===== src/rtl/traffic_lamp_decoder.sv =====
// ============================================================================
//  Module      : traffic_lamp_decoder
//  Description : Receives the 2-bit traffic-light code bus (00 off, 01 red,
//                10 green, 11 yellow), brings it into the clk domain through a
//                two-flop synchroniser plus a history flop, accepts a code only
//                once it has been seen on two consecutive synchronised
//                samples, and decodes the accepted code into lamp drives and a
//                pedestrian walk signal. Illegal code transitions or an
//                overlong dwell on a non-off code force a blinking-yellow
//                FAULT mode.
//  Revision    : 1.0 - initial release
//
//  Ports
//    clk           in   system clock
//    reset_n       in   asynchronous active-low reset
//    i_tick        in   one-clk pulse per second, synchronous to clk
//    i_light_code  in   [1:0] code from the sequencer, asynchronous to clk
//    o_lamp_red    out  red lamp drive
//    o_lamp_yellow out  yellow lamp drive (blinks while in FAULT)
//    o_lamp_green  out  green lamp drive
//    o_walk        out  pedestrian walk lamp
//    o_fault       out  high while in FAULT
//    o_dwell       out  [4:0] ticks since last accepted change, saturates at 31
//
//  Parameters
//    MAX_DWELL   ticks a non-off code may persist before FAULT (<= 30)
//    WALK_TICKS  ticks at the start of red during which walk is asserted
//    BLINK_TICKS ticks per yellow toggle in FAULT (>= 1)
//
//  Build option
//    FAULT_LATCH_EN  when defined, FAULT is sticky and only reset_n exits it;
//                    otherwise acceptance of code 00 returns FAULT to OFF.
// ============================================================================
`default_nettype none

module traffic_lamp_decoder #(
    parameter int MAX_DWELL   = 12,
    parameter int WALK_TICKS  = 8,
    parameter int BLINK_TICKS = 1
) (
    input  logic       clk,
    input  logic       reset_n,
    input  logic       i_tick,
    input  logic [1:0] i_light_code,
    output logic       o_lamp_red,
    output logic       o_lamp_yellow,
    output logic       o_lamp_green,
    output logic       o_walk,
    output logic       o_fault,
    output logic [4:0] o_dwell
);

    typedef enum logic [1:0] {
        ST_OFF   = 2'd0,
        ST_RUN   = 2'd1,
        ST_FAULT = 2'd2
    } state_t;

    localparam logic [1:0]  c_CODE_OFF    = 2'b00;
    localparam logic [1:0]  c_CODE_RED    = 2'b01;
    localparam logic [1:0]  c_CODE_GREEN  = 2'b10;
    localparam logic [1:0]  c_CODE_YELLOW = 2'b11;
    localparam logic [4:0]  c_DWELL_SAT   = 5'd31;
    localparam logic [4:0]  c_DWELL_LIMIT = 5'(MAX_DWELL);
    // One extra bit so WALK_TICKS of 32 means "walk for the whole red phase".
    localparam logic [5:0]  c_WALK_TICKS  = 6'(WALK_TICKS);
    localparam logic [15:0] c_BLINK_LAST  = 16'(BLINK_TICKS - 1);

    logic [1:0]  r_s1;
    logic [1:0]  r_s2;
    logic [1:0]  r_s3;
    logic [1:0]  r_acc;
    logic [4:0]  r_dwell;
    logic        r_yellow;
    logic [15:0] r_blink_cnt;
    state_t      r_state;
    state_t      w_state_next;

    logic w_accept;
    logic w_legal;
    logic w_timeout;
    logic w_fault_entry;

    // ------------------------------------------------------------------
    // Synchroniser (s1, s2) and history flop (s3)
    // ------------------------------------------------------------------
    always_ff @(posedge clk or negedge reset_n) begin
        if (!reset_n) begin
            r_s1 <= 2'b00;
            r_s2 <= 2'b00;
            r_s3 <= 2'b00;
        end else begin
            r_s1 <= i_light_code;
            r_s2 <= r_s1;
            r_s3 <= r_s2;
        end
    end

    // A code is taken only after two identical synchronised samples, which
    // also hides any multi-bit skew on the asynchronous bus.
    assign w_accept = (r_s2 == r_s3) && (r_s2 != r_acc);

    always_comb begin
        w_legal = (r_s2 == c_CODE_OFF);
        case ({r_acc, r_s2})
            {c_CODE_OFF,    c_CODE_RED},
            {c_CODE_RED,    c_CODE_GREEN},
            {c_CODE_GREEN,  c_CODE_YELLOW},
            {c_CODE_YELLOW, c_CODE_RED}:   w_legal = 1'b1;
            default: ;
        endcase
    end

    // Fires on the tick that would take dwell to MAX_DWELL+1. An acceptance
    // on the same edge clears dwell instead, so it suppresses the timeout.
    assign w_timeout = i_tick && !w_accept && (r_acc != c_CODE_OFF) &&
                       (r_dwell == c_DWELL_LIMIT);

    // ------------------------------------------------------------------
    // Accepted code and dwell counter
    // ------------------------------------------------------------------
    always_ff @(posedge clk or negedge reset_n) begin
        if (!reset_n) begin
            r_acc   <= 2'b00;
            r_dwell <= 5'd0;
        end else if (w_accept) begin
            r_acc   <= r_s2;
            r_dwell <= 5'd0;
        end else if (i_tick && (r_dwell != c_DWELL_SAT)) begin
            r_dwell <= r_dwell + 5'd1;
        end
    end

    // ------------------------------------------------------------------
    // State machine
    // ------------------------------------------------------------------
    always_ff @(posedge clk or negedge reset_n) begin
        if (!reset_n) begin
            r_state <= ST_OFF;
        end else begin
            r_state <= w_state_next;
        end
    end

    always_comb begin
        w_state_next = r_state;
        case (r_state)
            ST_OFF: begin
                if (w_accept) begin
                    if (r_s2 == c_CODE_RED) begin
                        w_state_next = ST_RUN;
                    end else if (r_s2 != c_CODE_OFF) begin
                        w_state_next = ST_FAULT;
                    end
                end
            end
            ST_RUN: begin
                if (w_accept) begin
                    if (r_s2 == c_CODE_OFF) begin
                        w_state_next = ST_OFF;
                    end else if (!w_legal) begin
                        w_state_next = ST_FAULT;
                    end
                end else if (w_timeout) begin
                    w_state_next = ST_FAULT;
                end
            end
            ST_FAULT: begin
`ifdef FAULT_LATCH_EN
                // Sticky: only reset_n leaves FAULT.
                w_state_next = ST_FAULT;
`else
                if (w_accept && (r_s2 == c_CODE_OFF)) begin
                    w_state_next = ST_OFF;
                end
`endif
            end
            default: w_state_next = ST_OFF;
        endcase
    end

    assign w_fault_entry = (r_state != ST_FAULT) && (w_state_next == ST_FAULT);

    // ------------------------------------------------------------------
    // Fault blinker: yellow starts lit on entry, then toggles after every
    // BLINK_TICKS ticks spent in FAULT.
    // ------------------------------------------------------------------
    always_ff @(posedge clk or negedge reset_n) begin
        if (!reset_n) begin
            r_yellow    <= 1'b0;
            r_blink_cnt <= 16'd0;
        end else if (w_fault_entry) begin
            r_yellow    <= 1'b1;
            r_blink_cnt <= 16'd0;
        end else if ((r_state == ST_FAULT) && i_tick) begin
            if (r_blink_cnt == c_BLINK_LAST) begin
                r_yellow    <= ~r_yellow;
                r_blink_cnt <= 16'd0;
            end else begin
                r_blink_cnt <= r_blink_cnt + 16'd1;
            end
        end
    end

    // ------------------------------------------------------------------
    // Output decode from registered state only
    // ------------------------------------------------------------------
    always_comb begin
        o_lamp_red    = 1'b0;
        o_lamp_yellow = 1'b0;
        o_lamp_green  = 1'b0;
        o_walk        = 1'b0;
        o_fault       = 1'b0;
        case (r_state)
            ST_RUN: begin
                o_lamp_red    = (r_acc == c_CODE_RED);
                o_lamp_green  = (r_acc == c_CODE_GREEN);
                o_lamp_yellow = (r_acc == c_CODE_YELLOW);
                o_walk        = (r_acc == c_CODE_RED) &&
                                ({1'b0, r_dwell} < c_WALK_TICKS);
            end
            ST_FAULT: begin
                o_fault       = 1'b1;
                o_lamp_yellow = r_yellow;
            end
            default: ;
        endcase
    end

    assign o_dwell = r_dwell;

endmodule

`default_nettype wire


===== config.mk =====
export PLATFORM = sky130hd
export DESIGN_NAME = traffic_lamp_decoder
export DESIGN_NICKNAME = d
export VERILOG_FILES = /design/src/rtl/traffic_lamp_decoder.sv
export SDC_FILE = /design/constraint.sdc
export NUM_CORES = 1
export LEC_CHECK = 0
export ABC_AREA = 1
export CORE_MARGIN = 2
export CORE_UTILIZATION = 35
export CTS_CLUSTER_DIAMETER = 50
export DETAILED_ROUTE_END_ITERATION = 10
export GPL_ROUTABILITY_DRIVEN = 0
export HOLD_SLACK_MARGIN = 0.1
export PLACE_DENSITY = 0.57
export SYNTH_ARGS = -nofsm -noshare
export SYNTH_HDL_FRONTEND = slang
export SYNTH_SLANG_ARGS = --single-unit

===== constraint.sdc =====
create_clock -name clk -period 3.5 [get_ports clk]
set_input_delay 0.7 -clock clk [delete_from_list [all_inputs] [get_ports clk]]
set_output_delay 0.7 -clock clk [all_outputs]
set_load 0.05 [all_outputs]

==> ci_impl_report.md <==
## Synthesis and layout report

| Metric | Value |
|---|---|
| Crit path DAT | 2.24 ns |
| Maximum vdd ir drop | 0.2772 mV |
| Synth Cell Area | 2202 um2 |
| DR pass1 iterations | 4 |
| Max frequency | 0.3398 GHz |
| Clock buffer count from CTS | 5 |
| Chip Area | 6942 um2 |
| Mux area share | 0% |
| Max-cap violation count | 0 |
| Startpoint Class | flip-flop |
| Core area | 5991 um2 |
| Post-layout min period | 2.943 ns |
| Initial antenna violation count | 0 |
| Critical path's largest stage delay | 0.84 ns |
| Synth Seq Share | 36.36% |
| Max-slew headroom at the worst pin | 64.39% |
| Worst r2r dst | r_blink_cnt[15]$_DFFE_PN0P_ |
| Starting Density | 36.76% |
| Worst path required time | 2.80 ns |
| Flops after synth | 32 |
| Xor+xnor area frac | 5.966% |
| Internal | 0.0008046 W |
| R2r setup slk | 1.43 ns |
| Critical path endpoint category | primary output |
| DR vias | 1791 |
| Vias in the first global route | 1734 |
| Chip Area, Yosys | 2202 um2 |
| Drt via density | 4.841 |
| Post-Synthesis Cells | 278 |
| Outcome | complete, no violations |
## synth_stat cells
| master | number | area, um2 |
|---|---|---|
| nand2_1 | 48 | 180.2 |
| inv_1 | 45 | 168.9 |
| dfrtp_1 | 32 | 800.8 |
| nand3_1 | 30 | 150.1 |
| nor2_1 | 16 | 60.06 |
| xor2_1 | 14 | 122.6 |
| o21ai_0 | 13 | 65.06 |
| nand2_2 | 12 | 75.07 |
| o21ai_2 | 10 | 87.58 |
| ha_1 | 9 | 112.6 |
| nor3_1 | 8 | 40.04 |
| nand3_2 | 7 | 70.07 |
| nand4_1 | 7 | 43.79 |
| inv_2 | 4 | 15.01 |
| nor4_1 | 4 | 25.02 |
| a21oi_1 | 3 | 15.01 |
| buf_6 | 3 | 33.78 |
| nor2_4 | 3 | 33.78 |
| inv_4 | 2 | 12.51 |
| a21boi_0 | 1 | 7.510 |
| buf_12 | 1 | 20.02 |
| clkbuf_1 | 1 | 3.750 |
| nand2_4 | 1 | 11.26 |
| nand2_8 | 1 | 20.02 |
| o211ai_2 | 1 | 12.51 |
| o22ai_1 | 1 | 6.260 |
| xnor2_1 | 1 | 8.760 |
## worst max-delay path: cells and delay by family (launching register included)
family        cells  cell delay (ns)
simple gates      1             0.22
buf+inv           3             1.08
flops             1             0.42
fa+ha+maj         1             0.23
## kinds of logic (layout without fill, tap and decap cells)
logic type	after synthesis	after routing
xor gates and xnor gates	15	15
DFF	32	32
AOI/OAI and AO/OA	29	29
adders and majority gates	9	9
buffers and inverters	56	73
and+or+nand+nor	137	137
## per-stage QoR
step | std cells | setup slack, ns | instance area (um2) | hold WS (ns) | total power (W)
3_3_place_gp | 363 | 0.8826 | 2386 | 0.3336 | 0.001226
6_report | 370 | 0.5567 | 2482 | 0.3478 | 0.001522
5_1_grt | 370 | 0.3949 | 2482 | 0.3691 | 0.001639
2_1_floorplan | 278 | 0.4928 | 2202 | 0.3312 | 0.001114
4_1_cts | 370 | 0.5366 | 2482 | 0.3511 | 0.001546
3_5_place_dp | 363 | 0.8583 | 2386 | 0.3364 | 0.001225
## routing by layer
metal  track usage, %  share of wire, %  up-vias
li1                 -                 -      917
met1            17.25                48      835
met2            22.21                46       31
met3            3.479               3.9        8
met4            5.067               2.0        0
met5                0                 0        -
## registers in the layout, summed over array words and instances, names as in the netlist
signal,flops
o_dwell,5
r_acc,2
r_blink_cnt,16
r_s1,2
r_s2,2
r_s3,2
r_state,2
r_yellow,1
## area by class of cell
cell class | count | area (um2) | area share [%]
Sequential cell | 32 | 800.8 | 32.26
Inverter | 51 | 196.4 | 7.913
Clock buffer | 7 | 96.34 | 3.881
Timing Repair Buffer | 15 | 147.6 | 5.948
Tap cell | 75 | 93.84 | 3.780
Multi-Input combinational cell | 190 | 1147 | 46.22
## power groups by stage
stage               combinational (W)  sequential, W  clock (W)
detailed placement           0.000743       0.000482          0
finish                       0.000736       0.000476   0.000310
CTS                          0.000746       0.000475   0.000325
global route                 0.000817       0.000483   0.000339
global placement             0.000745       0.000481          0
floorplan                    0.000602       0.000512          0
Figure 1. A small window of the routed layout.
Region (50, 8) to (75, 33) um. Cells in grey, sequential cells in the stronger grey; small squares are vias.
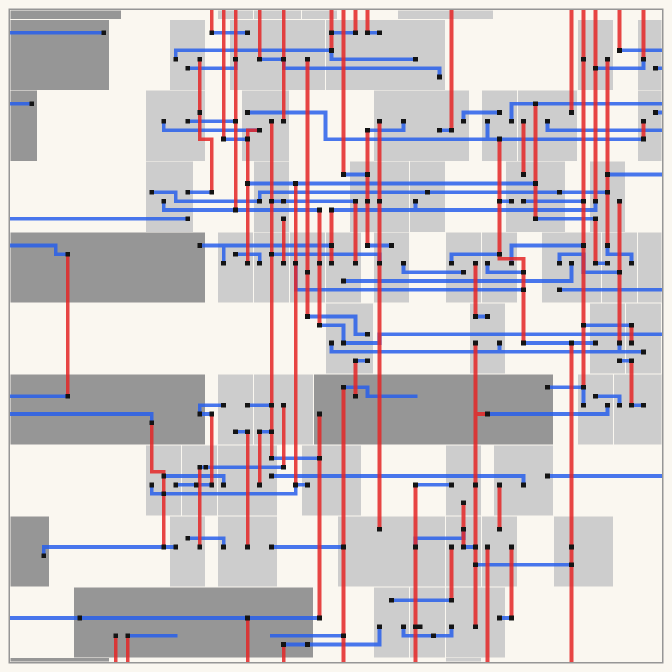
| layer | colour |
|---|---|
| met2 | red |
| met1 | blue |
most frequent: nand2_1 (24), nand2_2 (10), dfrtp_1 (4)
sequential cells in the window: 4
netlist names of flops here include: `r_acc` (2)
cells with their middle in the window: 53

Figure 2. Congestion heat map.
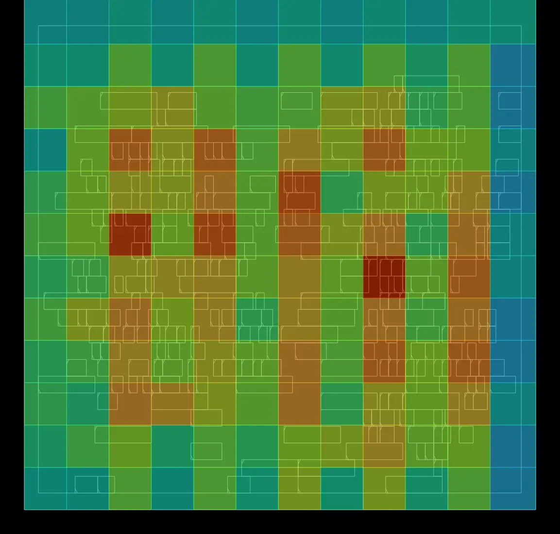
layer with the highest usage: met2
met1 Use GR: 17.25%
met2 GRT Util: 22.21%
Routed WL per cell: 11.82 um
fin util: 41.44%

Figure 3. Metal layers overlaid.
Two of the layers only.
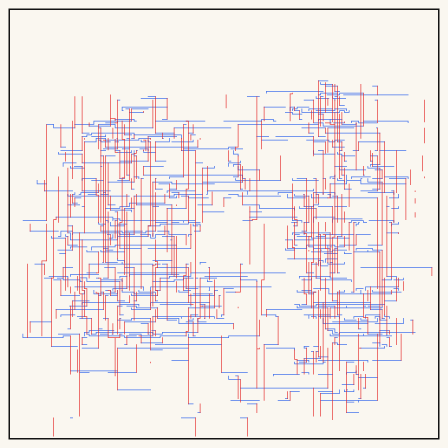
| layer | colour | wire length |
|---|---|---|
| met2 | red | 2000 um |
| met1 | blue | 2120 um |

Figure 4. Power grid.
The bar under the picture is 20 um long. Pins as bars on the die edge. Tap cells in grey.
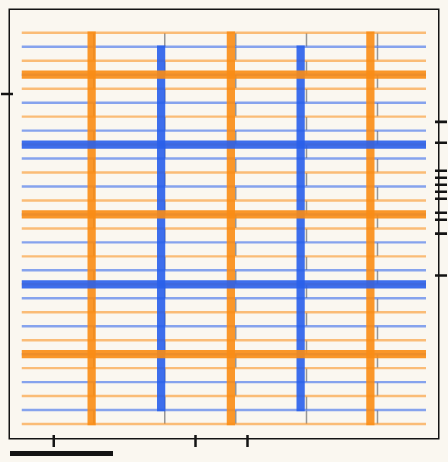
| net | colour |
|---|---|
| VDD | blue |
| VSS | orange |
met4 straps: 5
tap cells: 75
met1 rails: 29

Power and IR drop assume default switching activity.
